--- config.mk ---
export PLATFORM = sky130hd
export DESIGN_NAME = eth_tx_arbiter
export DESIGN_NICKNAME = d
export VERILOG_FILES = /design/src/rtl/eth_pkg.sv /design/src/rtl/eth_tx_arbiter_rr_pick.sv /design/src/rtl/eth_tx_arbiter.sv
export SDC_FILE = /design/constraint.sdc
export NUM_CORES = 1
export LEC_CHECK = 0
export ABC_CLOCK_PERIOD_IN_PS = 3200
export CORE_MARGIN = 1.5
export CORE_UTILIZATION = 40
export CTS_CLUSTER_DIAMETER = 50
export DETAILED_ROUTE_END_ITERATION = 7
export GPL_ROUTABILITY_DRIVEN = 0
export PLACE_DENSITY_LB_ADDON = 0.08
export SLEW_MARGIN = 5
export SYNTH_ARGS = -nofsm -noshare
export SYNTH_HDL_FRONTEND = slang
export SYNTH_SLANG_ARGS = --single-unit
--- constraint.sdc ---
create_clock -name clock -period 3.2 [get_ports clock]
set_input_delay 0.32 -clock clock [delete_from_list [all_inputs] [get_ports clock]]
set_output_delay 0.32 -clock clock [all_outputs]
set_load 0.02 [all_outputs]
--- src/rtl/eth_pkg.sv ---
// Shared Ethernet types: byte / packet-address typedefs, the TX arbiter state
// encoding and the TX arbiter watchdog defaults.
package eth_pkg;

  localparam int unsigned BYTE_W     = 8;
  localparam int unsigned PKT_ADDR_W = 11;

  typedef logic [BYTE_W-1:0]     TypeByte;
  typedef logic [PKT_ADDR_W-1:0] TypePktAddr;

  typedef enum logic [2:0] {
    ARB_IDLE      = 3'd0,
    ARB_START     = 3'd1,
    ARB_WAIT_BUSY = 3'd2,
    ARB_WAIT_DONE = 3'd3,
    ARB_RELEASE   = 3'd4
  } TypeArbState;

  // Cycles allowed from eng_start until eng_busy rises.
  localparam int unsigned START_WAIT_DEFAULT = 16;
  // Cycles eng_busy may stay high before the frame is aborted.
  localparam int unsigned TIMEOUT_DEFAULT    = 20000;

endpackage

--- src/rtl/eth_tx_arbiter_rr_pick.sv ---
// rr_pick: combinational round-robin priority encoder.
//   req   - request vector
//   last  - index of the most recently served source
//   pick  - one-hot winner: first set req bit searching upward from last+1,
//           wrapping modulo NUM_REQ
//   valid - some request is set
module rr_pick #(
  parameter int unsigned NUM_REQ = 3,
  parameter int unsigned IDX_W   = 2
) (
  input  logic [NUM_REQ-1:0] req,
  input  logic [IDX_W-1:0]   last,
  output logic [NUM_REQ-1:0] pick,
  output logic               valid
);

  // Scan offsets 1..NUM_REQ so that `last` itself is considered last.
  always_comb begin
    logic [IDX_W-1:0] pos;
    pick  = '0;
    valid = 1'b0;
    pos   = '0;
    for (int unsigned k = 1; k <= NUM_REQ; k++) begin
      pos = IDX_W'((32'(last) + k) % NUM_REQ);
      if (!valid && req[pos]) begin
        pick[pos] = 1'b1;
        valid     = 1'b1;
      end
    end
  end

endmodule

--- src/rtl/eth_tx_arbiter.sv ---
// eth_tx_arbiter: round-robin arbiter / sequencer in front of the single GMII
// transmit engine. Grants one frame source at a time, starts the engine with
// that source's length, muxes engine byte reads to the granted buffer and
// supervises completion with a start/busy watchdog.
//
// Ports:
//   clock, reset_n  - clock, asynchronous active-low reset
//   req/req_len     - per-source level request and frame byte count
//   rd_data         - per-source buffer read data (combinational from rd_addr)
//   grant/ack/err   - one-hot owner, end-of-frame pulse, failure pulse
//   rd_addr         - engine read address forwarded to all sources
//   eng_start/eng_len/eng_abort - engine control (registered)
//   eng_rd_addr/eng_rd_data     - engine byte read port
//   eng_busy        - engine activity, preamble through inter-frame gap
//   busy            - arbiter not idle
module eth_tx_arbiter
  import eth_pkg::*;
#(
  parameter int unsigned NUM_REQ    = 3,
  parameter int unsigned LEN_W      = 11,
  parameter int unsigned START_WAIT = START_WAIT_DEFAULT,
  parameter int unsigned TIMEOUT    = TIMEOUT_DEFAULT
) (
  input  logic                      clock,
  input  logic                      reset_n,
  input  logic [NUM_REQ-1:0]        req,
  input  logic [NUM_REQ*LEN_W-1:0]  req_len,
  input  logic [NUM_REQ*BYTE_W-1:0] rd_data,
  output logic [NUM_REQ-1:0]        grant,
  output logic [NUM_REQ-1:0]        ack,
  output logic [NUM_REQ-1:0]        err,
  output logic [LEN_W-1:0]          rd_addr,
  output logic                      eng_start,
  output logic [LEN_W-1:0]          eng_len,
  input  logic [LEN_W-1:0]          eng_rd_addr,
  output logic [BYTE_W-1:0]         eng_rd_data,
  input  logic                      eng_busy,
  output logic                      eng_abort,
  output logic                      busy
);

  localparam int unsigned IDX_W = (NUM_REQ > 1) ? $clog2(NUM_REQ) : 1;
  localparam int unsigned WD_W  = $clog2(TIMEOUT + 1);

  localparam logic [WD_W-1:0]  WD_MAX     = '1;
  // Limits are one below the cycle budget: the abort decision is registered.
  localparam logic [WD_W-1:0]  START_LIM  = WD_W'(START_WAIT - 1);
  localparam logic [WD_W-1:0]  DONE_LIM   = WD_W'(TIMEOUT - 1);
  localparam logic [IDX_W-1:0] LAST_RESET = IDX_W'(NUM_REQ - 1);

  TypeArbState state_q, state_d;
  logic [IDX_W-1:0]   last_q, last_d;
  logic [WD_W-1:0]    wd_q, wd_d, wd_inc;

  logic [NUM_REQ-1:0] grant_d, ack_d, err_d;
  logic               eng_start_d, eng_abort_d, busy_d;
  logic [LEN_W-1:0]   eng_len_d;

  logic [NUM_REQ-1:0] pick;
  logic               pick_valid;
  logic [IDX_W-1:0]   pick_idx;
  logic [LEN_W-1:0]   pick_len;

  rr_pick #(
    .NUM_REQ (NUM_REQ),
    .IDX_W   (IDX_W)
  ) u_rr_pick (
    .req   (req),
    .last  (last_q),
    .pick  (pick),
    .valid (pick_valid)
  );

  // Winner index and its frame length.
  always_comb begin
    pick_idx = '0;
    pick_len = '0;
    for (int unsigned i = 0; i < NUM_REQ; i++) begin
      if (pick[i]) begin
        pick_idx = IDX_W'(i);
        pick_len = req_len[i*LEN_W +: LEN_W];
      end
    end
  end

  // Engine read path: address straight through, data from the granted buffer.
  assign rd_addr = eng_rd_addr;

  always_comb begin
    eng_rd_data = '0;
    for (int unsigned i = 0; i < NUM_REQ; i++) begin
      if (grant[i]) begin
        eng_rd_data = eng_rd_data | rd_data[i*BYTE_W +: BYTE_W];
      end
    end
  end

  // Saturating watchdog increment.
  assign wd_inc = (wd_q == WD_MAX) ? wd_q : wd_q + WD_W'(1);

  // Next-state and next-output logic.
  always_comb begin
    state_d     = state_q;
    last_d      = last_q;
    wd_d        = wd_q;
    grant_d     = grant;
    ack_d       = '0;
    err_d       = '0;
    eng_start_d = 1'b0;
    eng_abort_d = 1'b0;
    eng_len_d   = eng_len;

    unique case (state_q)
      ARB_IDLE: begin
        if (pick_valid) begin
          last_d    = pick_idx;
          eng_len_d = pick_len;
          if (pick_len == '0) begin
            // Empty frame: fail it immediately without touching the engine.
            ack_d   = pick;
            err_d   = pick;
            grant_d = '0;
          end else begin
            grant_d = pick;
            state_d = ARB_START;
          end
        end
      end

      ARB_START: begin
        eng_start_d = 1'b1;
        wd_d        = '0;
        state_d     = ARB_WAIT_BUSY;
      end

      ARB_WAIT_BUSY: begin
        if (eng_busy) begin
          wd_d    = '0;
          state_d = ARB_WAIT_DONE;
        end else if (wd_q >= START_LIM) begin
          eng_abort_d = 1'b1;
          ack_d       = grant;
          err_d       = grant;
          state_d     = ARB_RELEASE;
        end else begin
          wd_d = wd_inc;
        end
      end

      ARB_WAIT_DONE: begin
        // A falling eng_busy wins over a coincident timeout.
        if (!eng_busy) begin
          ack_d   = grant;
          state_d = ARB_RELEASE;
        end else if (wd_q >= DONE_LIM) begin
          eng_abort_d = 1'b1;
          ack_d       = grant;
          err_d       = grant;
          state_d     = ARB_RELEASE;
        end else begin
          wd_d = wd_inc;
        end
      end

      ARB_RELEASE: begin
        grant_d = '0;
        state_d = ARB_IDLE;
      end

      default: begin
        grant_d = '0;
        state_d = ARB_IDLE;
      end
    endcase

    busy_d = (state_d != ARB_IDLE);
  end

  // State and registered outputs.
  always_ff @(posedge clock or negedge reset_n) begin
    if (!reset_n) begin
      state_q   <= ARB_IDLE;
      last_q    <= LAST_RESET;
      wd_q      <= '0;
      grant     <= '0;
      ack       <= '0;
      err       <= '0;
      eng_start <= 1'b0;
      eng_len   <= '0;
      eng_abort <= 1'b0;
      busy      <= 1'b0;
    end else begin
      state_q   <= state_d;
      last_q    <= last_d;
      wd_q      <= wd_d;
      grant     <= grant_d;
      ack       <= ack_d;
      err       <= err_d;
      eng_start <= eng_start_d;
      eng_len   <= eng_len_d;
      eng_abort <= eng_abort_d;
      busy      <= busy_d;
    end
  end

endmodule

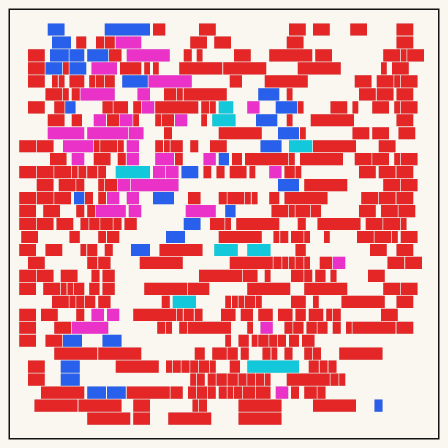
Run 1: drive-strength map
legend:
  _0 and _1 cells:
    colour: red
    cells: 356
    share: 83%
    most_used: clkdlybuf4s50_1
  _3 and _4 cells:
    colour: magenta
    cells: 36
    share: 8.4%
    most_used: buf_4
  _2 cells:
    colour: blue
    cells: 31
    share: 7.2%
    most_used: mux2_2
  _6 and larger:
    colour: cyan
    cells: 8
    share: 1.9%
    most_used: clkbuf_8

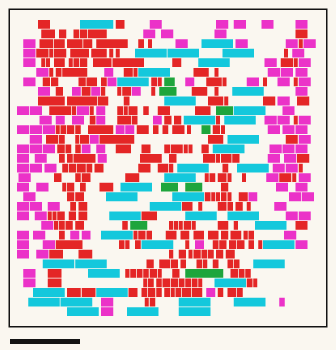
Run 1: placement by cell class
Bar = 20 µm.
legend:
  other buffers and delay cells:
    colour: magenta
    cells: 114
  clock drivers and dummy loads:
    colour: green
    cells: 8
  flops:
    colour: cyan
    cells: 43
  combinational and other logic:
    colour: red
    cells: 266

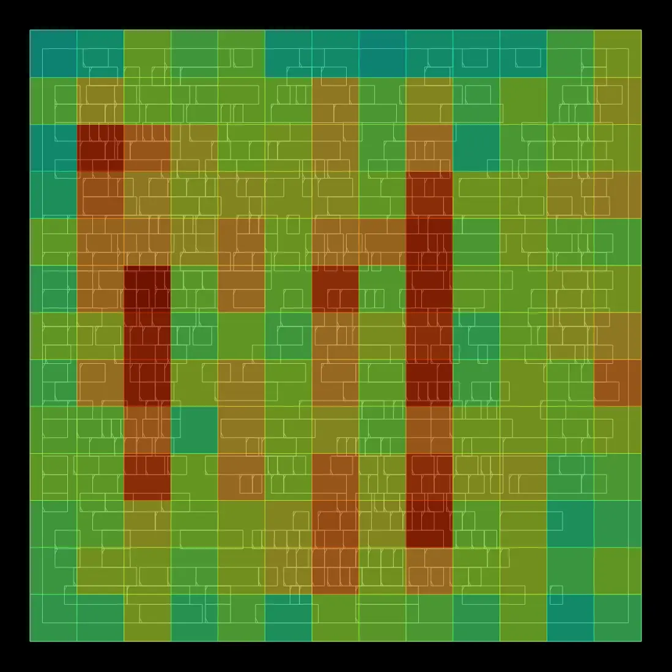
Run 1: routing congestion
met3 Usage GRT: 0.0541
met2 Track Usage GR: 0.338
GR met1 Demand/Resource: 0.281
GRT Resource Usage Total: 0.213

==> ds_physical_params.txt, run 1 <==
Summary of implementation characteristics

Parameter                              Value

Logic synthesis
  Asr flop ratio synth .................. 1.00
  Post-synth seq share .................. 0.358
  Top area cells in the synthesized netlist .................. sky130_fd_sc_hd__dfrtp_1 35%, sky130_fd_sc_hd__o21ai_0 4.7%, sky130_fd_sc_hd__nand2_1 4.2%, sky130_fd_sc_hd__buf_4 3.0%, sky130_fd_sc_hd__mux2_2 3.0%
  Most used standard cells in the synthesized netlist .................. 42 x sky130_fd_sc_hd__dfrtp_1, 34 x sky130_fd_sc_hd__nand2_1, 28 x sky130_fd_sc_hd__o21ai_0
  Mapped Area .................. 3010 µm²
  Ys flop type .................. sky130_fd_sc_hd__dfrtp_1
  Average size of a mapped cell .................. 9.02 µm²
  Synth Warn # .................. 0
  Cells after synthesis .................. 334
  Unique cell type count in the Yosys netlist .................. 63
  Top-area cell type share of the netlist area .................. 0.349

Floorplan
  Number of well-tap cells placed .................. 99
  IO Pins .................. 116
  Standard-cell row count .................. 31
  Die area .................. 8060 µm²
  Effective utilization at floorplan .................. 0.415
  Y dimension of the die .................. 89.8 µm

Pwr
  Clk power .................. 435 µW
  Internal power of the cells .................. 1910 µW
  Clock power share .................. 0.127
  Seq power .................. 824 µW
  Switching pwr .................. 1530 µW
  Switch share .................. 0.444
  Power dissipated in combinational cells .................. 2170 µW
  Pwr dens .................. 807 nW/µm²

Setup path
  Max incr delay on CP .................. 420 ps
  Nature of the critical path endpoint .................. register
  Worst reg-to-reg path cell count .................. 12
  CP Cell Sequence .................. inv_1, ha_4, mux2i_1, o21ai_0, buf_4, o211a_4, nor2_2, a31oi_1, buf_4, nor4_4, nand3_4, a32o_1
  WS Path Type .................. reg2reg
  Highest net fanout along the worst path .................. 7
  Crit path required time .................. 3390 ps
  Cell with the biggest individual delay on the critical path .................. sky130_fd_sc_hd__dfrtp_1
  Capture point of the critical path .................. state_q[0]$_DFF_PN0_
  Reg2reg start .................. last_q[0]$_DFFE_PN0P_
  FF-to-FF End .................. state_q[0]$_DFF_PN0_
  Most Frequent Cell on Critical Path .................. sky130_fd_sc_hd__buf_4
  Crit-path leading delay family .................. simple AND/OR/NAND/NOR gates
  Data arrival time of the critical path .................. 3270 ps
  Crit. path cell count .................. 12

STA
  Clock tree skew after final layout .................. 11.8 ps
  Worst Slack Setup Final .................. 111 ps
  Slew @ Worst Pin .................. 953 ps
  Unrepaired setup endpoints after global routing .................. yes
  Tightest hold margin .................. 160 ps
  Number of max-slew violations in the final report .................. 0
  Final min period .................. 3090 ps
  Highest clock frequency the design can meet .................. 324 MHz

Finish
  Sequential portion of the cell area .................. 0.253
  Final-layout clock-cell area share .................. 0.0271
  Inserted Diodes .................. 0
  Final core occ .................. 0.587
  Non-clock buffer count .................. 114
  Count of multi-input gates .................. 250
  Layout buffering overhead excluding clock cells .................. 0.255
  Logic gate fraction of the total cell area .................. 0.422
  Fraction of final layout cells sized beyond drive strength 1 .................. 0.174
  Signed area change from the synthesized netlist to the final layout .................. 41.3%
  Fill cell count .................. 659
  Area-dominant cell class after layout .................. combinational gates
  Combined flip-flop and latch cell area .................. 1080 µm²

Hold path
  Kind of path behind the tightest hold check .................. in2async

Route
  Starting DRT DRC Count .................. 255
  Sum of met2 wire segment lengths after detailed routing .................. 3.87 mm
  Routed length per placed instance .................. 16.2 µm
  Total wire length after detailed routing .................. 8.57 mm
  Final routed DRC violation total .................. 0
  DR WL met3 .................. 768 µm
  Detail Route Antenna Nets .................. 0
  Via count .................. 3002
  Vias per cell .................. 5.66

CTS
  Buffer depth of the longest clock path .................. 2
  Clock transition at path regs .................. 90 ps
  Post-CTS setup repair buffer count .................. 0
  Insertion delay of the later-clocked pin in the worst-skew pair .................. 300 ps
  H-tree depth .................. 2
  CTS root buf .................. sky130_fd_sc_hd__clkbuf_8
  Count of hold-fix buffers inserted at cts .................. 0
  TritonCTS clock tree .................. done

Global routing
  Pin count of the biggest net entering global routing .................. 44
  Global-route congestion overflow total .................. 0

Placement
  Post-DP Area .................. 4010 µm²
  Worst setup slack before clock tree synthesis .................. -42.3 ps
  Post-placement cell count .................. 516
  # port buffers .................. 93

Outcome
  Run status .................. finished clean

Flow run
  Maxcap violations .................. 0
==> run 1: placed cells by master (no fill, tap or decap), types with 3 or more instances in the layout <==
master,netlist,final
sky130_fd_sc_hd__nor3_1,7,7
sky130_fd_sc_hd__clkdlybuf4s50_1,0,92
sky130_fd_sc_hd__clkbuf_8,0,5
sky130_fd_sc_hd__mux2_2,8,8
sky130_fd_sc_hd__nor2b_1,8,8
sky130_fd_sc_hd__inv_1,15,15
sky130_fd_sc_hd__dfrtp_1,42,42
sky130_fd_sc_hd__nand2_1,34,33
sky130_fd_sc_hd__a221o_1,3,3
sky130_fd_sc_hd__o21ai_0,28,28
sky130_fd_sc_hd__nand3_1,14,13
sky130_fd_sc_hd__nor2_1,20,20
sky130_fd_sc_hd__a31oi_1,7,7
sky130_fd_sc_hd__buf_4,12,21
sky130_fd_sc_hd__o31ai_2,6,7
sky130_fd_sc_hd__nor4_1,5,5
sky130_fd_sc_hd__a222oi_1,8,8
sky130_fd_sc_hd__o31ai_1,7,6
sky130_fd_sc_hd__a21oi_1,16,15
sky130_fd_sc_hd__and2_1,4,4
sky130_fd_sc_hd__nand4_1,6,6
sky130_fd_sc_hd__xnor2_1,3,3
sky130_fd_sc_hd__nand2b_1,5,5
sky130_fd_sc_hd__o211ai_1,10,10
==> run 1: flip-flops by register name, summed over array words and instances, names as in the netlist <==
register / cells
ack: 3
busy: 1
eng_abort: 1
eng_len: 11
eng_start: 1
err: 3
grant: 3
last_q: 2
state_q: 3
wd_q: 15
==> run 1: kinds of logic (layout without fill, tap and decap cells) <==
logic type      Yosys count  after routing  share of synthesized area
mux                      11             11                     0.0432
compound gates          111            111                      0.275
simple gates            120            120                      0.221
flops                    43             43                      0.358
xor+xnor                  3              3                    0.00873
fa+ha+maj                 5              5                     0.0208
buf+inv                  41            138                     0.0731
--- run 2 (diff from run 1) ---
- HOLD_SLACK_MARGIN: default -> 0.12
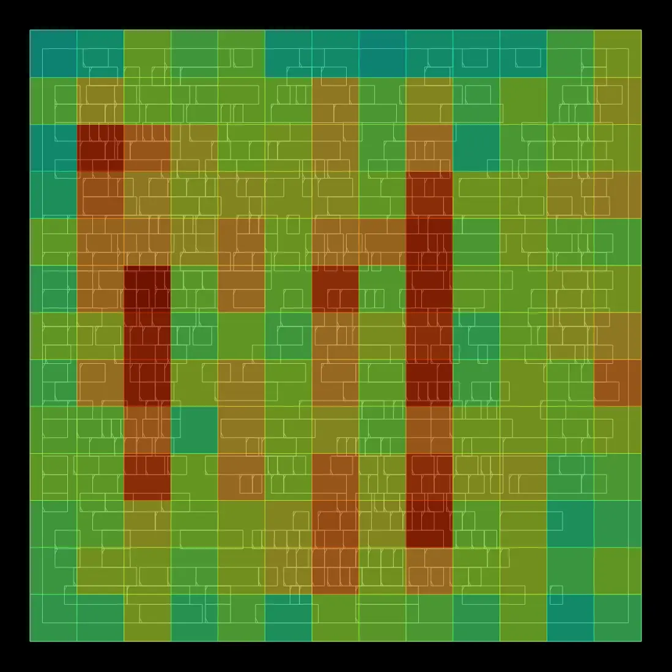
Run 2: routing congestion
routed length per placed instance: 16.2 µm
final core occ: 0.587
GRT Max-Usage Layer: met2

==> ds_physical_params.txt, run 2 <==
Summary of implementation characteristics

Parameter                              Value

Pwr
  Internal power of the cells .................. 1910 µW (unchanged)
  Pwr dens .................. 807 nW/µm² (unchanged)
  Switching pwr .................. 1530 µW (unchanged)
  Switch share .................. 0.444 (unchanged)

Logic synthesis
  Cells after synthesis .................. 334 (unchanged)
  Synthesized-area fraction occupied by and/or/nand/nor cells .................. 0.221 (unchanged)
  Top-area cell type share of the netlist area .................. 0.349 (unchanged)
  Post-synth seq share .................. 0.358 (unchanged)
  XOR-XNOR Cells, Area Fraction .................. 0.00872 (unchanged)
  Top area cells in the synthesized netlist .................. sky130_fd_sc_hd__dfrtp_1 35%, sky130_fd_sc_hd__o21ai_0 4.7%, sky130_fd_sc_hd__nand2_1 4.2%, sky130_fd_sc_hd__buf_4 3.0%, sky130_fd_sc_hd__mux2_2 3.0%
  MUX area fraction .................. 0.0432 (unchanged)
  Most used standard cells in the synthesized netlist .................. 42 x sky130_fd_sc_hd__dfrtp_1, 34 x sky130_fd_sc_hd__nand2_1, 28 x sky130_fd_sc_hd__o21ai_0
  Mapped Area .................. 3010 µm² (unchanged)
  Average size of a mapped cell .................. 9.02 µm² (unchanged)
  Top logic cell family in the synthesized netlist .................. AND-OR/OR-AND gates
  Asr flop ratio synth .................. 1.00 (unchanged)
  Synth Warn # .................. 0 (unchanged)

CTS
  Count of hold-fix buffers inserted at cts .................. 0 (unchanged)
  H-tree depth .................. 2 (unchanged)
  CTS root buf .................. sky130_fd_sc_hd__clkbuf_8
  TritonCTS clock tree .................. done
  Buffer depth of the longest clock path .................. 2 (unchanged)
  Post-CTS setup repair buffer count .................. 0 (unchanged)

STA
  Tightest hold margin .................. 160 ps (unchanged)
  Final min period .................. 3090 ps (unchanged)
  Clock tree skew after final layout .................. 11.8 ps (unchanged)
  Slew @ Worst Pin .................. 953 ps (unchanged)
  Number of max-slew violations in the final report .................. 0 (unchanged)

Setup path
  Crit-path leading delay family .................. simple AND/OR/NAND/NOR gates
  CP Cell Sequence .................. inv_1, ha_4, mux2i_1, o21ai_0, buf_4, o211a_4, nor2_2, a31oi_1, buf_4, nor4_4, nand3_4, a32o_1
  Highest net fanout along the worst path .................. 7 (unchanged)
  Cell with the biggest individual delay on the critical path .................. sky130_fd_sc_hd__dfrtp_1
  WS Path Type .................. reg2reg
  Data arrival time of the critical path .................. 3270 ps (about the same)

Route
  Final routed DRC violation total .................. 0 (unchanged)
  Detail Route Antenna Nets .................. 0 (unchanged)
  Via count .................. 3002 (unchanged)
  Total wire length after detailed routing .................. 8.57 mm (unchanged)
  Vias per cell .................. 5.66 (unchanged)

Finish
  Most frequent cells in the layout .................. 92 x sky130_fd_sc_hd__clkdlybuf4s50_1, 42 x sky130_fd_sc_hd__dfrtp_1, 33 x sky130_fd_sc_hd__nand2_1, 28 x sky130_fd_sc_hd__o21ai_0, 21 x sky130_fd_sc_hd__buf_4
  Top flop regs .................. wd_q: 15 flops, eng_len: 11 flops
  Register containing the most flip-flops in the final layout .................. wd_q
  Most common library cell in the layout ignoring fill and taps .................. sky130_fd_sc_hd__clkdlybuf4s50_1
  Fraction of final layout cells sized beyond drive strength 1 .................. 0.174 (unchanged)
  Inserted Diodes .................. 0 (unchanged)

Hold path
  Kind of path behind the tightest hold check .................. in2async

Flow run
  Maxcap violations .................. 0 (unchanged)

Floorplan
  Y dimension of the die .................. 89.8 µm (unchanged)
  Die area .................. 8060 µm² (unchanged)
  IO Pins .................. 116 (unchanged)
  Effective utilization at floorplan .................. 0.415 (unchanged)

Outcome
  Run status .................. finished clean

Global routing
  Global-route congestion overflow total .................. 0 (unchanged)
  GRT Resource Usage Total .................. 0.213 (unchanged)

Placement
  Post-DP Area .................. 4010 µm² (unchanged)
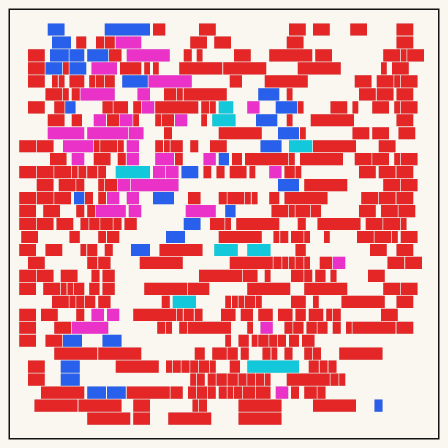
Run 2: drive-strength map
legend:
  _3 and _4 cells:
    colour: magenta
    cells: 36
    share: 8.4%
    most_used: buf_4
  _6 and larger:
    colour: cyan
    cells: 8
    share: 1.9%
    most_used: clkbuf_8
  _2 cells:
    colour: blue
    cells: 31
    share: 7.2%
    most_used: mux2_2
  _0 and _1 cells:
    colour: red
    cells: 356
    share: 83%
    most_used: clkdlybuf4s50_1

[run 2: cell counts in the layout (fill, tap and decap cells not counted)]
Identical to the previous run, type by type.
[run 2: power groups by stage]
stage	registers [µW]	logic (µW)	clock network, µW
detailed placement	830	2030	0
finish	824	2170	435
floorplan	869	1260	0
global route	848	2360	471
global placement	829	2010	0
CTS	821	2040	447
[run 2: area by class of cell]
type | instances | area (µm²)
clock inverter | 3 | 46.3
sequential | 43 | 1080
tap | 99 | 124
multi-input combinational | 250 | 1790
inverter | 16 | 60.1
timing repair buffer | 114 | 1080
fill | 659 | 3000
clock buffer | 5 | 68.8
[run 2: worst paths after layout]
kind                                           to              startpoint  slack, ps  cells after the start
max in group asynchronous  eng_len[4]$_DFFE_PN0P_                 reset_n       2430                      1
min in group clock         eng_len[4]$_DFFE_PN0P_  eng_len[4]$_DFFE_PN0P_        480                      1
setup / recovery             state_q[0]$_DFF_PN0_   last_q[0]$_DFFE_PN0P_        110                     12
hold reg to reg            eng_len[4]$_DFFE_PN0P_  eng_len[4]$_DFFE_PN0P_        480                      1
hold / removal               wd_q[10]$_DFFE_PN0P_                 reset_n        160                      1
setup reg to reg             state_q[0]$_DFF_PN0_   last_q[0]$_DFFE_PN0P_        110                     12
[run 2: logic make-up (layout without fill, tap and decap cells)]
kind of cell,count (synthesis),after routing
xor+xnor,3,3
mux,11,11
fa+ha+maj,5,5
compound gates,111,111
buf+inv,41,138
flops,43,43
simple gates,120,120
[run 2: layer usage]
metal | track usage | wire [µm] | up-vias
met1 | 0.281 | 3790 | 1390
met5 | 0 | 0 | -
met2 | 0.338 | 3870 | 158
li1 | - | - | 1436
met4 | 0.0714 | 141 | 0
met3 | 0.0541 | 768 | 18
Power is estimated from default activity; no workload was simulated.
